--- src/rtl/rr_request_mux_pkg.sv ---
// Shared types and helpers for the round-robin request mux and its arbiter.
package request_mux_pkg;

   typedef enum logic {
      ARB_RR    = 1'b0,
      ARB_FIXED = 1'b1
   } arb_mode_e;

   typedef enum logic {
      ARB    = 1'b0,
      LOCKED = 1'b1
   } state_e;

   // Source index width; a single-channel mux still carries a 1-bit out_src.
   function automatic int src_w(input int n);
      return (n <= 1) ? 1 : $clog2(n);
   endfunction

endpackage

--- src/rtl/rr_request_mux_if.sv ---
// Request-side and output-side handshake bundle of the request mux.
interface rr_request_mux_if #(
   parameter int NCONSUMERS = 8,
   parameter int REQ_WIDTH  = 32
);
   import request_mux_pkg::*;

   localparam int SRC_W = src_w(NCONSUMERS);

   logic [NCONSUMERS-1:0] chan_en;
   logic [NCONSUMERS-1:0] req_valid;
   logic [NCONSUMERS-1:0] req_last;
   logic [REQ_WIDTH-1:0]  req_data [NCONSUMERS];
   logic [NCONSUMERS-1:0] req_ready;
   logic                  out_valid;
   logic [REQ_WIDTH-1:0]  out_data;
   logic [SRC_W-1:0]      out_src;
   logic                  out_last;
   logic                  out_ready;

   modport master (
      output chan_en, req_valid, req_last, req_data, out_ready,
      input  req_ready, out_valid, out_data, out_src, out_last
   );

   modport slave (
      input  chan_en, req_valid, req_last, req_data, out_ready,
      output req_ready, out_valid, out_data, out_src, out_last
   );

endinterface

--- src/rtl/rr_request_mux_pick.sv ---
// Combinational winner pick: rotate the eligible vector to start at ptr, then
// take the lowest set bit and map it back to an absolute channel index.
module rr_priority_pick
   import request_mux_pkg::*;
#(
   parameter int NCONSUMERS = 8,
   parameter int SRC_W      = src_w(NCONSUMERS)
) (
   input  logic [NCONSUMERS-1:0] eligible_i,
   input  logic [SRC_W-1:0]      ptr_i,
   input  arb_mode_e             mode_i,
   output logic [SRC_W-1:0]      winner_o,
   output logic                  any_valid_o
);

   logic [SRC_W-1:0]      start;
   logic [NCONSUMERS-1:0] rot;
   logic [SRC_W-1:0]      k;
   logic [SRC_W:0]        sum;

   assign start       = (mode_i == ARB_FIXED) ? '0 : ptr_i;
   assign rot         = NCONSUMERS'({eligible_i, eligible_i} >> start);
   assign any_valid_o = |eligible_i;

   always_comb begin
      k = '0;
      for (int i = NCONSUMERS - 1; i >= 0; i--) begin
         if (rot[i]) begin
            k = SRC_W'(i);
         end
      end
   end

   assign sum      = {1'b0, start} + {1'b0, k};
   assign winner_o = (sum >= (SRC_W + 1)'(NCONSUMERS)) ?
                     SRC_W'(sum - (SRC_W + 1)'(NCONSUMERS)) : sum[SRC_W-1:0];

endmodule

--- src/rtl/rr_request_mux.sv ---
// Round-robin / fixed-priority request mux with burst locking and a registered
// valid/ready output stage feeding the shared service port.
module rr_request_mux
   import request_mux_pkg::*;
#(
   parameter int        NCONSUMERS = 8,
   parameter int        REQ_WIDTH  = 32,
   parameter arb_mode_e ARB_MODE   = ARB_RR,
   parameter bit        LOCK_EN    = 1'b1
) (
   input  logic            clk,
   input  logic            rst,
   rr_request_mux_if.slave bus
);

   localparam int SRC_W = src_w(NCONSUMERS);

   state_e                state_q, state_d;
   logic [SRC_W-1:0]      ptr_q, ptr_d;
   logic [SRC_W-1:0]      lock_idx_q, lock_idx_d;
   logic                  out_valid_q;
   logic                  out_last_q;
   logic [REQ_WIDTH-1:0]  out_data_q;
   logic [SRC_W-1:0]      out_src_q;

   logic [NCONSUMERS-1:0] eligible;
   logic [NCONSUMERS-1:0] ready_vec;
   logic [SRC_W-1:0]      winner;
   logic [SRC_W-1:0]      sel;
   logic                  any_valid;
   logic                  load;
   logic                  xfer;

   function automatic logic [SRC_W-1:0] next_idx(input logic [SRC_W-1:0] idx);
      return (idx == SRC_W'(NCONSUMERS - 1)) ? '0 : idx + 1'b1;
   endfunction

   assign eligible = bus.req_valid & bus.chan_en;
   assign load     = !out_valid_q || bus.out_ready;

   rr_priority_pick #(
      .NCONSUMERS (NCONSUMERS),
      .SRC_W      (SRC_W)
   ) u_pick (
      .eligible_i  (eligible),
      .ptr_i       (ptr_q),
      .mode_i      (ARB_MODE),
      .winner_o    (winner),
      .any_valid_o (any_valid)
   );

   always_comb begin
      state_d    = state_q;
      ptr_d      = ptr_q;
      lock_idx_d = lock_idx_q;
      ready_vec  = '0;
      sel        = winner;
      xfer       = 1'b0;
      case (state_q)
         ARB: begin
            if (any_valid) begin
               ready_vec[winner] = load;
               xfer              = load;
            end
            if (xfer) begin
               if (LOCK_EN && !bus.req_last[winner]) begin
                  state_d    = LOCKED;
                  lock_idx_d = winner;
               end else if (ARB_MODE == ARB_RR) begin
                  ptr_d = next_idx(winner);
               end
            end
         end
         LOCKED: begin
            // The lock owner keeps the port even if its chan_en drops.
            sel                   = lock_idx_q;
            ready_vec[lock_idx_q] = load;
            xfer                  = load && bus.req_valid[lock_idx_q];
            if (xfer && bus.req_last[lock_idx_q]) begin
               state_d = ARB;
               if (ARB_MODE == ARB_RR) begin
                  ptr_d = next_idx(lock_idx_q);
               end
            end
         end
         default: state_d = ARB;
      endcase
   end

   always_ff @(posedge clk or negedge rst) begin
      if (!rst) begin
         state_q     <= ARB;
         ptr_q       <= '0;
         lock_idx_q  <= '0;
         out_valid_q <= 1'b0;
         out_data_q  <= '0;
         out_src_q   <= '0;
         out_last_q  <= 1'b0;
      end else begin
         state_q    <= state_d;
         ptr_q      <= ptr_d;
         lock_idx_q <= lock_idx_d;
         if (load) begin
            out_valid_q <= xfer;
         end
         if (xfer) begin
            out_data_q <= bus.req_data[sel];
            out_src_q  <= sel;
            out_last_q <= bus.req_last[sel];
         end
      end
   end

   assign bus.req_ready = rst ? ready_vec : '0;
   assign bus.out_valid = out_valid_q;
   assign bus.out_data  = out_data_q;
   assign bus.out_src   = out_src_q;
   assign bus.out_last  = out_last_q;

   a_ready_onehot : assert property (@(posedge clk) disable iff (!rst)
      $onehot0(bus.req_ready));

   a_hold_stable : assert property (@(posedge clk) disable iff (!rst)
      (out_valid_q && !bus.out_ready) |=>
         ($stable(out_data_q) && $stable(out_src_q) && $stable(out_last_q)));

endmodule

--- src/flat_wrapper.sv ---
// flat-port wrapper written by rule: the top's interface ports become plain ports
module rr_request_mux_flat import request_mux_pkg::*;
#(
   parameter int        NCONSUMERS = 8,
   parameter int        REQ_WIDTH  = 32,
   parameter arb_mode_e ARB_MODE   = ARB_RR,
   parameter bit        LOCK_EN    = 1'b1
)
  (clk, rst, bus_chan_en, bus_req_valid, bus_req_last, bus_req_data, bus_out_ready, bus_req_ready, bus_out_valid, bus_out_data, bus_out_src, bus_out_last);
  rr_request_mux_if #(.NCONSUMERS(NCONSUMERS), .REQ_WIDTH(REQ_WIDTH)) bus_i ();
  input  logic clk;
  input  logic rst;
  input wire logic [$bits(bus_i.chan_en)-1:0] bus_chan_en;
  input wire logic [$bits(bus_i.req_valid)-1:0] bus_req_valid;
  input wire logic [$bits(bus_i.req_last)-1:0] bus_req_last;
  input wire logic [$bits(bus_i.req_data)-1:0] bus_req_data;
  input wire logic [$bits(bus_i.out_ready)-1:0] bus_out_ready;
  output wire logic [$bits(bus_i.req_ready)-1:0] bus_req_ready;
  output wire logic [$bits(bus_i.out_valid)-1:0] bus_out_valid;
  output wire logic [$bits(bus_i.out_data)-1:0] bus_out_data;
  output wire logic [$bits(bus_i.out_src)-1:0] bus_out_src;
  output wire logic [$bits(bus_i.out_last)-1:0] bus_out_last;
  assign bus_i.chan_en = bus_chan_en;
  assign bus_i.req_valid = bus_req_valid;
  assign bus_i.req_last = bus_req_last;
  assign bus_i.req_data = {>>{bus_req_data}};
  assign bus_i.out_ready = bus_out_ready;
  assign bus_req_ready = bus_i.req_ready;
  assign bus_out_valid = bus_i.out_valid;
  assign bus_out_data = bus_i.out_data;
  assign bus_out_src = bus_i.out_src;
  assign bus_out_last = bus_i.out_last;
  rr_request_mux #(.NCONSUMERS(NCONSUMERS), .REQ_WIDTH(REQ_WIDTH), .ARB_MODE(ARB_MODE), .LOCK_EN(LOCK_EN)) u_core (.clk(clk), .rst(rst), .bus(bus_i));
endmodule
--- config.mk ---
export PLATFORM = sky130hd
export DESIGN_NAME = rr_request_mux_flat
export DESIGN_NICKNAME = d
export VERILOG_FILES = /design/src/rtl/rr_request_mux_pkg.sv /design/src/rtl/rr_request_mux_if.sv /design/src/rtl/rr_request_mux_pick.sv /design/src/rtl/rr_request_mux.sv /design/src/flat_wrapper.sv
export SDC_FILE = /design/constraint.sdc
export NUM_CORES = 1
export LEC_CHECK = 0
export CORE_AREA = 3 3 125 127
export CTS_BUF_LIST = sky130_fd_sc_hd__clkbuf_8
export DETAILED_ROUTE_END_ITERATION = 10
export DIE_AREA = 0 0 128 130
export HOLD_SLACK_MARGIN = 0.1
export PLACE_DENSITY = 0.73
export SLEW_MARGIN = 25
export SYNTH_ARGS = -nofsm -noshare
export SYNTH_HDL_FRONTEND = slang
export SYNTH_HIERARCHICAL = 1
export SYNTH_SLANG_ARGS = --single-unit
--- constraint.sdc ---
create_clock -name clk -period 10 [get_ports clk]
set_clock_uncertainty 0.15 [all_clocks]
set_input_delay 1.5 -clock clk [delete_from_list [all_inputs] [get_ports clk]]
set_output_delay 1.5 -clock clk [all_outputs]
set_load 0.02 [all_outputs]
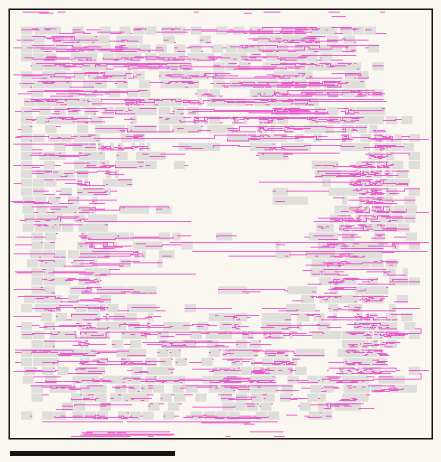
(images/met1.png)
Scale bar: 50 um.
nets with wire on the layer: 849
wire length on this layer: 6,990 um

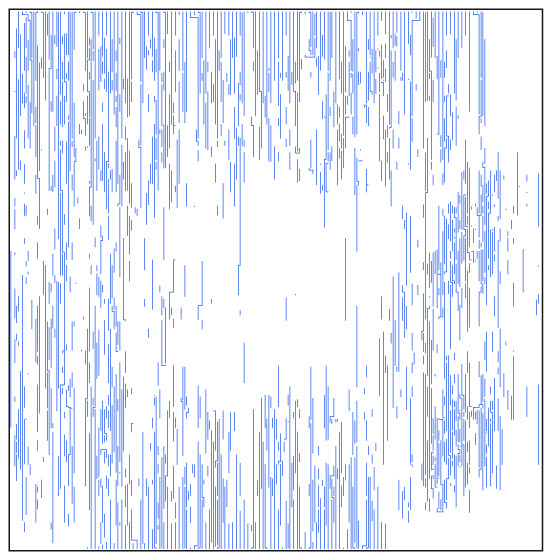
(images/met2.png)
wire length on this layer: 10,100 um
longest straight run: 59.0 um
nets with wire on the layer: 866
share of all routed wire: 53%
main direction: vertical

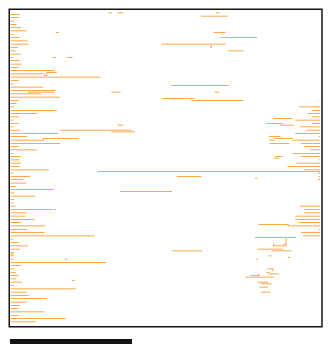
(images/met3.png)
Scale bar: 50 um.
nets with wire on the layer: 170
main direction: horizontal
share of all routed wire: 7.4%
wire length on this layer: 1,390 um

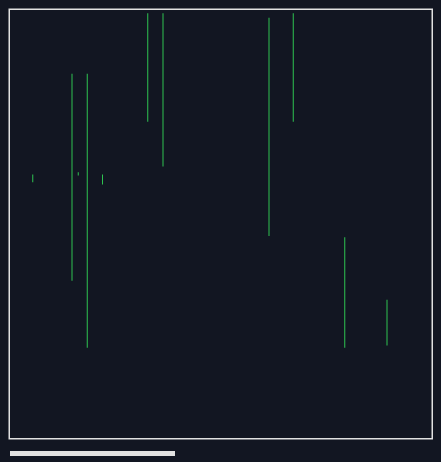
(images/met4.png)
Scale bar: 50 um.
main direction: vertical
nets with wire on the layer: 10
share of all routed wire: 2.0%
longest straight run: 83.0 um
wire length on this layer: 375 um

power breakdown:
group          internal, mW  total, mW  switching (mW)
Clock                0.0732      0.133          0.0602
Sequential            0.278      0.364          0.0856
Combinational          1.04       1.99           0.954
Total                  1.39       2.49            1.10
sequential cells by signal, indices dropped and copies added, names as in the netlist:
signal,cells
u_core/bus.out_src,3
u_core/ptr_q,3
u_core/bus.out_last,1
u_core/bus.out_data,32
u_core/lock_idx_q,3
u_core/bus.out_valid,1
u_core/state_q,1
area by class of cell:
cell class	instances	area [um^2]	area share, %
clock inverter	3	38.8	0.483
sequential	44	1100	13.7
clock buffer	5	68.8	0.857
inverter	7	26.3	0.327
multi-input combinational	290	3240	40.4
tap	184	230	2.87
timing repair buffer	333	3310	41.3
antenna	1	2.50	0.0312
==> results.txt <==
fresh numbers from the pnr run: boundary pin count 328, H-Tree Depth 2, PD cells 310 nW/um^2, met1 usage 26.2%, CP max stage cell xnor2_1, GPL Wtd Cong 0.874, DP HPWL 15.9 mm, most numerous logic cells after layout 326 x clkdlybuf4s50_1, 74 x mux4_2, 45 x mux2i_1, 44 x dfrtp_1, 39 x nor2_1, XORs/XNORs by Area 0.391%, Setup TNS 0 ns, met3 WL 1.39 mm, Multiplexer share 52.1%, crit path from bus_req_valid[0], top cells by count, synth 74 x mux4_2, 48 x mux2i_1, 44 x dfrtp_1, Post-Layout Cell Count 867, Worst VDD drop 186 uV, instance count of the mapped netlist 375, final setup fails 0, aoi share 7.53%, HP Start u_core/ptr_q[2], Avg WL per Cell 21.7 um, antenna viol nets, final 0, M1 WL 6.99 mm, run status finished, final reports clean, gr usage total 21.7%, tool warnings 26, area grow syn2layout 78.9%, CTS Hold Buffers Added 0, Max Slew Vio Count 0, worst min path class flip-flop to flip-flop, Synth warnings 6, GR Util met2 39.2%, Met2 Wirelength 10.1 mm, RR Endpoint u_core/lock_idx_q[0], routed wire length 18.8 mm, DRC Markers 0, post-place setup slack 2.43 ns, Crit Path Category primary input to output port
Power figures rest on the tool's default switching activity, not on a simulated workload.
